**Run 1: signal wires by layer**

Drawn at 1 px/um.
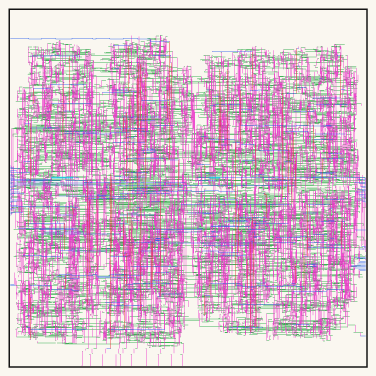
**Run 1: placement by cell class**

Drawn at 1 px/um.
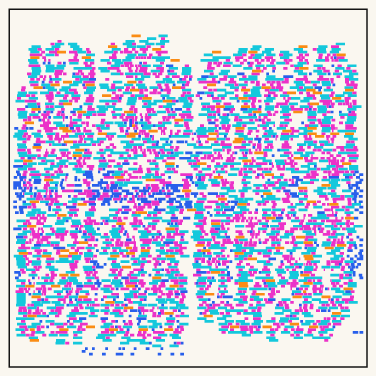
**Run 1: cell area per tile**

Drawn at 1 px/um. The die is cut into 36 by 36 equal tiles; black is low, pale yellow is high, 0 to 100% covered.
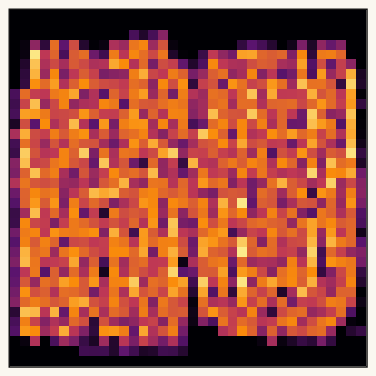
===== src/rtl/apb_mem_slave_p.sv =====
// Parametrised APB slave memory with byte strobes, per-transfer wait states and PSLVERR.
// Optional APB_WR_PROTECT_EN: word DEPTH-1 bit0 locks writes to all other words.
module apb_mem_slave_p #(
    parameter int unsigned ADDR_W = 8,
    parameter int unsigned DATA_W = 32,
    parameter int unsigned DEPTH  = 32,
    parameter int unsigned WAIT_W = 4
) (
    input  logic                  apb_clk,
    input  logic                  sys_reset,
    input  logic                  apb_selx,
    input  logic                  apb_en,
    input  logic                  apb_write,
    input  logic [ADDR_W-1:0]     apb_addr,
    input  logic [DATA_W-1:0]     apb_wdata,
    input  logic [DATA_W/8-1:0]   apb_strb,
    input  logic [WAIT_W-1:0]     wait_cycle,
    output logic [DATA_W-1:0]     apb_rdata,
    output logic                  apb_ready,
    output logic                  apb_slverr
);

    localparam int unsigned LANES = DATA_W / 8;
    localparam int unsigned IDX_W = (DEPTH > 1) ? $clog2(DEPTH) : 1;
    localparam int unsigned CMP_W = (ADDR_W > 32) ? ADDR_W : 32;

    typedef enum logic {
        IDLE,
        ACCESS
    } state_e;

    state_e              state_q, state_d;
    logic [WAIT_W-1:0]   cnt_q, cnt_d;
    logic [DATA_W-1:0]   mem_q [DEPTH];

    logic [IDX_W-1:0]    idx;
    logic                addr_err;
    logic                wr_blocked;
    logic                xfer_err;
    logic                complete;
    logic                wr_commit;

    // Full-width compare so out-of-range indices never alias onto stored words.
    assign idx      = apb_addr[IDX_W-1:0];
    assign addr_err = CMP_W'(apb_addr) >= CMP_W'(DEPTH);
    assign complete = (state_q == ACCESS) && apb_selx && apb_en && (cnt_q == '0);

`ifdef APB_WR_PROTECT_EN
    assign wr_blocked = apb_write && mem_q[DEPTH-1][0]
                        && (CMP_W'(apb_addr) != CMP_W'(DEPTH - 1));
`else
    assign wr_blocked = 1'b0;
`endif

    assign xfer_err  = addr_err || wr_blocked;
    assign wr_commit = complete && apb_write && !xfer_err;

    always_ff @(posedge apb_clk or negedge sys_reset) begin
        if (!sys_reset) begin
            state_q <= IDLE;
            cnt_q   <= '0;
        end else begin
            state_q <= state_d;
            cnt_q   <= cnt_d;
        end
    end

    always_comb begin
        state_d = state_q;
        cnt_d   = cnt_q;
        case (state_q)
            IDLE: begin
                if (apb_selx) begin
                    cnt_d   = wait_cycle;
                    state_d = ACCESS;
                end
            end
            ACCESS: begin
                if (!apb_selx) begin
                    state_d = IDLE;
                end else if (apb_en) begin
                    if (cnt_q != '0) begin
                        cnt_d = cnt_q - WAIT_W'(1);
                    end else begin
                        state_d = IDLE;
                    end
                end
            end
            default: state_d = IDLE;
        endcase
    end

    always_comb begin
        apb_ready  = complete;
        apb_slverr = complete && xfer_err;
        apb_rdata  = '0;
        if (complete && !apb_write && !addr_err) begin
            apb_rdata = mem_q[idx];
        end
    end

    always_ff @(posedge apb_clk or negedge sys_reset) begin
        if (!sys_reset) begin
            for (int unsigned w = 0; w < DEPTH; w++) begin
                mem_q[w] <= '0;
            end
        end else if (wr_commit) begin
            for (int unsigned i = 0; i < LANES; i++) begin
                if (apb_strb[i]) begin
                    mem_q[idx][8*i +: 8] <= apb_wdata[8*i +: 8];
                end
            end
        end
    end

endmodule

===== config.mk =====
export PLATFORM = sky130hd
export DESIGN_NAME = apb_mem_slave_p
export DESIGN_NICKNAME = d
export VERILOG_FILES = /design/src/rtl/apb_mem_slave_p.sv
export SDC_FILE = /design/constraint.sdc
export NUM_CORES = 1
export LEC_CHECK = 0
export CORE_MARGIN = 3
export CORE_UTILIZATION = 39
export CTS_CLUSTER_SIZE = 8
export DETAILED_ROUTE_END_ITERATION = 10
export HOLD_SLACK_MARGIN = 0.02
export PLACE_DENSITY_LB_ADDON = 0.15
export SLEW_MARGIN = 40
export SYNTH_ARGS = -nofsm -noshare
export SYNTH_HDL_FRONTEND = slang
export SYNTH_SLANG_ARGS = --single-unit
export TNS_END_PERCENT = 30

===== constraint.sdc =====
create_clock -name apb_clk -period 2.86 [get_ports apb_clk]
set_input_delay 0.715 -clock apb_clk [delete_from_list [all_inputs] [get_ports apb_clk]]
set_output_delay 0.715 -clock apb_clk [all_outputs]
set_load 0.01 [all_outputs]

==> flow_summary.json, run 1 <==
{
  "initialDrtViolationCount": 1784,
  "min-delay-start": "mem_q[840]$_DFFE_PN0P_",
  "clockNetworkPower_w": 0.0154,
  "worst_clock_skew_ns": 0.01667,
  "inserted_clock_buffers": 146,
  "nFlopsAndLatches": 1029,
  "root_buffer": "clkbuf_16",
  "cts-hold-fix-buffers": 1,
  "synthToLayoutAreaGrowth_pct": 24.19,
  "p_int_w": 0.02455,
  "finalSetupTns_ns": -22.68,
  "portBuffers": 86,
  "crit_fanout": 8,
  "ys_cells": 3413,
  "worst_skew_pair.late_latency_ns": 0.72,
  "pwr-share-comb_pct": 5.2,
  "violations": "setup timing",
  "ff_latch_area_mm2": 0.02575,
  "min_path_type": "flip-flop to flip-flop",
  "die_width_um": 356.3,
  "total_switching_power_w": 0.007089,
  "netlist_instances": 3413,
  "timing.final.ws_setup_ns": -0.6948,
  "postSynthAreaPerCell_um2": 14.02,
  "leakage_nw": 29.60,
  "async_reset_ff_share_pct": 100.0,
  "slew_violations": 0,
  "power_density_cells_mw_per_mm2": 532.2,
  "report.final.setup_viol": 104,
  "ys_chip_area_mm2": 0.04786,
  "via_per_inst": 5.565,
  "critical_path_class": "flip-flop to output port",
  "drc": 0,
  "dp_worst_setup_slack_ns": -1.452,
  "switching_share_pct": 22.41,
  "fraction_of_final_layout_cells_with_drive_strength_greater_than_1_pct": 45.62,
  "seq-power_w": 0.0146,
  "multiInputCombCellCount": 2140,
  "synth.cell_area_mm2": 0.04786,
  "cts_sinks": 1029,
  "post_cts_resize_count": 267,
  "outcome": "finished with violations",
  "numSynthFlops": 1029
}
-- 'signal wires by layer' (at the start) --
layer	colour	wire length
M4	red	3750 um
M2	magenta	70.4 mm
M1	green	63.5 mm
M5	cyan	29.4 um
M3	blue	5520 um
total track usage: 22.69%
overall routed net length: 143200 um

-- 'placement by cell class' (at the start) --
class	colour	cells	share of their area
clock drivers and dummy loads	orange	159	6.8%
registers	cyan	1029	45%
remaining buffers and delay cells	blue	542	9.8%
remaining logic cells	magenta	2143	39%
Seq/total area: 43.32%
finished layout cell area: 0.05944 mm^2
final core utilization: 49.15%

-- 'cell area per tile' (at the start) --
fullest tile	96%
nearly empty tiles	16%
mean over tiles	45%
tiles over 75% full	11%
floorplan utilization: 39.58%
core area: 0.1209 mm^2

[run 1: cells in the mapped netlist, types with 4 or more instances]
master	number
nor2_1	65
a2bb2oi_1	4
nand4_2	4
nand4_4	4
or4_1	10
dfrtp_1	1029
buf_4	7
nor4_4	9
mux2_2	886
clkbuf_1	219
or4b_2	4
buf_1	6
nand4bb_1	6
a31oi_1	32
mux2i_1	512
mux2_1	138
o22ai_1	258
nor4_1	32
a21boi_0	4
buf_2	9
nand4b_1	4
nand2_2	36
nor3_4	4
nor3_2	4
nor2_4	32
nand2_1	38
nor2_8	32
[run 1: per-layer routing]
layer	vias to the layer above	track usage (%)	routed length, um
li1	13510	-	-
met1	16280	29.90	63530
met2	558	38.25	70410
met3	201	3.808	5518
met4	4	6.993	3746
met5	-	0	29
[run 1: critical path, cell delays in order, from the launching register on]
cell and delay [ns]:
dfrtp_1 0.39, inv_2 0.09, ha_4 0.13, nor3b_4 0.23, nand3_2 0.10, or3b_4 0.41
buf_12 0.18, buf_16 0.18, a31oi_4 0.23, buf_6 0.14
[run 1: registers in the layout (all words and copies together), names as in the netlist]
name / flops
state_q: 1
mem_q: 1024
cnt_q: 4
[run 1: logic make-up (layout without fill, tap and decap cells)]
kind of cell | count (synthesis) | count (layout) | share of synthesized area, %
buf+inv | 244 | 704 | 1.992
fa+ha+maj | 2 | 2 | 0.05228
mux | 1536 | 1536 | 34.80
simple gates | 302 | 302 | 5.406
other cells | 0 | 6 | 0
compound gates | 300 | 300 | 3.948
flops | 1029 | 1029 | 53.80
[run 1: metrics by stage]
step / instances / power (W)
floorplan: 3413 / 0.01548
finish: 5491 / 0.03163
detailed placement: 5304 / 0.01643
global placement: 5304 / 0.01638
global route: 5485 / 0.03276
CTS: 5482 / 0.03203
## Run 2: what changed since run 1
CAP_MARGIN = 15   (was default)
CORE_UTILIZATION = 40   (was 39)
**Run 2: signal wires by layer**

Drawn at 1 px/um.
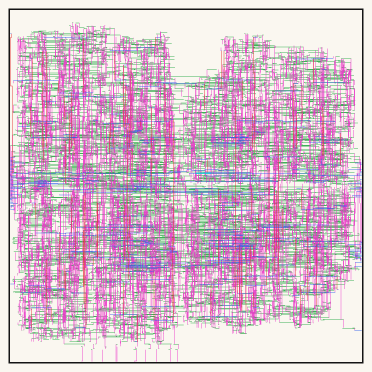
layer	colour	wire length
M3	blue	6080 um
M4	red	4360 um
M2	magenta	68.3 mm
M5	cyan	13.8 um
M1	green	64.2 mm
total track usage: 22.78%
overall routed net length: 143000 um

**Run 2: placement by cell class**

Drawn at 1 px/um.
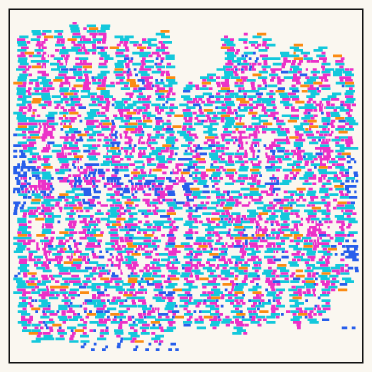
final core utilization: 50.06%
number of cell rows: 126

==> run 2 against run 1 <==
The flow still finishes with violations (setup timing). Synthesized cell count unchanged. Setup slack better by 0.031 ns. Synthesized area unchanged. Maximum frequency rose by 0.89%. Critical endpoint is now apb_rdata[29].
==> flow_summary.json, run 2 <==
{
  "totalPowerFinal_w": 0.03153,
  "stage_log_warnings": 33,
  "seq-power_w": 0.0146,
  "worst_clock_skew_ns": 0.02763,
  "crit_fanout": 7,
  "max-clock-path-buffers": 3,
  "root_buffer": "clkbuf_16",
  "report.final.setup_viol": 66,
  "cts_sinks": 1029,
  "drc": 0,
  "initialDrtViolationCount": 1923,
  "worst_setup_path_endpoint": "apb_rdata[29]",
  "clockNetworkPower_w": 0.0153,
  "async_reset_ff_share_pct": 100.0,
  "inserted_clock_buffers": 146,
  "power_density_cells_mw_per_mm2": 531.9,
  "ys_chip_area_mm2": 0.04786,
  "floorplanUtilization_pct": 40.42,
  "portBuffers": 86,
  "via_per_inst": 5.629,
  "fraction_of_final_layout_cells_with_drive_strength_greater_than_1_pct": 45.38,
  "outcome": "finished with violations",
  "flip_flop_count_of_the_largest_register_after_layout": 1024,
  "ys_cells": 3413,
  "max_slew.worst_pin.slew_ns": 0.6061,
  "crit_end_category": "output port",
  "violations": "setup timing",
  "globalRoute.totalOverflow": 0,
  "synth.cell_area_mm2": 0.04786,
  "synthToLayoutAreaGrowth_pct": 23.84,
  "cts_tree": "done",
  "worst_hold_path.endpoint": "mem_q[707]$_DFFE_PN0P_",
  "core_area_mm2": 0.1184,
  "min-delay-start": "mem_q[707]$_DFFE_PN0P_",
  "switching_share_pct": 22.93,
  "finalSetupTns_ns": -20.79,
  "slew_violations": 0,
  "leakage_nw": 29.41,
  "synthMostInstantiatedCell": "dfrtp_1",
  "critical_path_class": "flip-flop to output port",
  "numSynthFlops": 1029,
  "pin_count_of_the_biggest_net_entering_global_routing": 111,
  "place.detailed.hpwl_um": 95730,
  "postSynthAreaPerCell_um2": 14.02,
  "final_design_area_no_fill_mm2": 0.05927,
  "largest_register": "mem_q",
  "pwr-share-comb_pct": 5.2,
  "die_width_um": 351.9,
  "total_switching_power_w": 0.007231,
  "min_path_type": "flip-flop to flip-flop",
  "synthTopCellsByCount": "dfrtp_1, mux2_2, mux2i_1, o22ai_1, clkbuf_1",
  "reg_top3": "mem_q: 1024 flops, cnt_q: 4 flops, state_q: 1 flops",
  "netlist_instances": 3413,
  "timing.final.ws_setup_ns": -0.6634,
  "worst_skew_pair.late_latency_ns": 0.76
}
-- run 2: cell counts after synthesis --
No cell type changed its count.
-- run 2: area by class of cell --
class,count,area [um^2]
multi-input cells,2141,22120
inverters,3,11.26
well taps,1600,2002
flip-flops and latches,1029,25750
clock buffers,152,3740
clock inverters,11,137.6
fillers,10010,59120
repair buffers,527,5513
-- run 2: repair_timing --
action / 4_1_cts / 5_1_grt
pin swaps: 10 / 14
endpoints found under the setup margin: 126 / 327
gates resized: 269 / 29
hold buffers: 1 / 0
gates cloned: 3 / 4
hold endpoints to repair: 12 / 0
setup buffers: 16 / 2
-- run 2: cells by family after synthesis --
kind of cell | Yosys count | synth area share (%)
AND-OR/OR-AND | 300 | 3.948
adder cells (fa/ha/maj) | 2 | 0.05228
buffers and inverters | 244 | 1.992
flip-flops | 1029 | 53.80
multiplexers | 1536 | 34.80
AND/OR/NAND/NOR | 302 | 5.406
-- run 2: metrics by stage --
stage | utilization, % | std cells | setup slack (ns)
5_1_grt | 50.06 | 5463 | -0.7545
6_report | 50.06 | 5463 | -0.6634
3_3_place_gp | 45.94 | 5278 | -1.412
4_1_cts | 49.90 | 5460 | -0.7460
2_1_floorplan | - | 3413 | -0.0006526
3_5_place_dp | 45.94 | 5278 | -1.415
-- run 2: metal layers --
metal	global-route usage [%]	share of wire (%)
met1	30.87	45
met2	37.31	48
met3	3.500	4.3
met4	7.801	3.1
met5	0	0.0091
-- run 2: critical path: stages (launching register included) --
cell and delay [ns]:
dfrtp_1 0.39, inv_2 0.08, ha_4 0.12, nor3b_4 0.22
nand3_2 0.11, or3b_4 0.42, buf_12 0.18, buf_12 0.18
a31oi_4 0.20, buf_6 0.14
## Run 3: what changed since run 2
clock period = 3 ns   (was 2.86 ns; I/O delays follow)
**Run 3: signal wires by layer**

Drawn at 1 px/um.
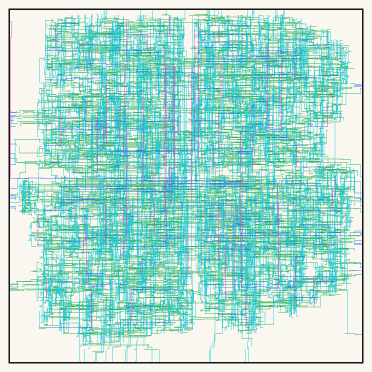
total track usage: 22.83%
post-DR wirelength/cell: 26.16 um
vias: 30490
overall routed net length: 141700 um

**Run 3: ports around the boundary**

Drawn at 1 px/um. Pins as bars across the die edge, other pins in grey.
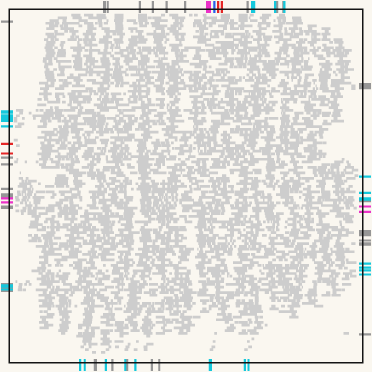
port	colour	pins	direction	edge
apb_write	blue	1	input	top
apb_addr	magenta	8	input	4 top, 2 right, 2 left
apb_strb	red	4	input	2 top, 2 left
apb_wdata	cyan	32	input	11 left, 9 bottom, 8 right, 4 top
number of buffers added on ports: 86
Die X-Extent: 351.9 um

==> run 3 against run 2 <==
The run still ends with setup timing left. Global-route usage is essentially flat. Sequential cell count unchanged. Combinational power is 2% lower. Cell count is 0.88% lower. Synthesized area is the same. Critical path depth stayed put. Non-clock buffer count down 52. Highest routed layer is now met4. Clock power shrank 4%. Largest cell class unchanged. Synthesized cell count did not move. First-iteration DRC count is 4.8% lower. Count of clock-buffer cells in the layout is 5 higher. Power shrank 4.1%. Critical endpoint is now apb_rdata[30].
==> flow_summary.json, run 3 <==
{
  "worst_skew_pair.late_latency_ns": 0.73,
  "outcome": "finished with violations",
  "initialDrtViolationCount": 1831,
  "crit_path_cell_trace": "buf_2 -> buf_4 -> nand4bb_2 -> buf_12 -> buf_4 -> o22ai_1 -> nor4_2 -> a31oi_4 -> buf_6",
  "globalRoute.totalOverflow": 0,
  "inserted_clock_buffers": 147,
  "totalPowerFinal_w": 0.03025,
  "flip_flop_count_of_the_largest_register_after_layout": 1024,
  "crit_fanout": 9,
  "timing.final.ws_setup_ns": -0.6030,
  "via_per_inst": 5.630,
  "crit_end_category": "output port",
  "largest_register": "mem_q",
  "reg_top3": "mem_q: 1024 flops, cnt_q: 4 flops, state_q: 1 flops",
  "max-clock-path-buffers": 3,
  "violations": "setup timing",
  "cts_tree": "done",
  "xor_area_share_pct": 0,
  "postSynthAreaPerCell_um2": 14.02,
  "synthAoiAreaFrac_pct": 3.948,
  "root_buffer": "clkbuf_16",
  "numSynthFlops": 1029,
  "cts_sinks": 1029,
  "core_area_mm2": 0.1184,
  "utilization_pct": 50.28,
  "ff_latch_area_mm2": 0.02575,
  "slew_violations": 0,
  "pwr-share-comb_pct": 5.2,
  "synthMostInstantiatedCell": "dfrtp_1",
  "synth_adder_area_share_pct": 0.05228,
  "report.final.setup_viol": 32,
  "critPathMaxStageDelay_ns": 0.55,
  "ys_sh_mux_pct": 34.80,
  "netlist_instances": 3413,
  "worst_clock_skew_ns": 0.01538,
  "fraction_of_final_layout_cells_with_drive_strength_greater_than_1_pct": 46.13,
  "synth_simple_gate_area_share_pct": 5.406,
  "critical_path_class": "input port to output port",
  "cts-hold-fix-buffers": 0,
  "drc": 0,
  "dp_worst_setup_slack_ns": -1.436,
  "synthTopCellsByCount": "dfrtp_1, mux2_2, mux2i_1, o22ai_1, clkbuf_1",
  "ys_cells": 3413,
  "total_switching_power_w": 0.006889,
  "synth.cell_area_mm2": 0.04786,
  "count_of_non_filler_cells_in_the_finished_layout": 5415,
  "critical_path.slowest_cell": "nor4_2"
}
==> run 3: cell counts after synthesis <==
Identical to the previous run, type by type.
==> run 3: critical path, delay by kind of cell <==
kind	cells	cell delay, ns
compound gates	2	0.29
buf+inv	5	1.04
simple gates	2	0.74
==> run 3: routing by layer <==
layer  global-route usage, %  routed length, um  up-vias
li1                        -                  -    13340
met1                   31.69              65230    16370
met2                   37.33              67790      610
met3                   3.371               5413      169
met4                   6.268               3244        0
met5                       0                  0        -
==> run 3: kinds of logic after synthesis <==
logic type      after synthesis
mux                        1536
buf+inv                     244
compound gates              300
flops                      1029
simple gates                302
fa+ha+maj                     2
==> run 3: final cells by class <==
type | count | share of cell area [%]
timing repair buffer | 475 | 8.472
sequential | 1029 | 43.25
multi-input combinational | 2140 | 38.25
clock inverter | 11 | 0.2228
tap | 1600 | 3.363
clock buffer | 157 | 6.421
inverter | 3 | 0.01892
==> run 3: repair_timing <==
| item | CTS | global route |
|---|---|---|
| gates resized | 387 | 21 |
| cloned | 9 | 1 |
| setup buffers | 24 | 1 |
| endpoints found under the setup margin | 34 | 56 |
| pin swaps | 45 | 3 |
==> run 3: worst max-delay path by stage <==
| stage | start | end | slack [ns] | cells after the start |
|---|---|---|---|---|
| 4_1_cts | cnt_q[1]$_DFFE_PN0P_ | apb_rdata[9] | -0.70 | 9 |
| 3_3_place_gp | apb_addr[3] | apb_rdata[1] | -1.61 | 9 |
| 6_report | apb_addr[0] | apb_rdata[30] | -0.60 | 9 |
| 2_1_floorplan | apb_addr[0] | apb_rdata[10] | -0.006 | 7 |
| 3_5_place_dp | apb_addr[3] | apb_rdata[10] | -1.44 | 11 |
| 5_1_grt | cnt_q[0]$_DFFE_PN0P_ | apb_rdata[15] | -0.69 | 8 |
Power figures rest on the tool's default switching activity, not on a simulated workload.
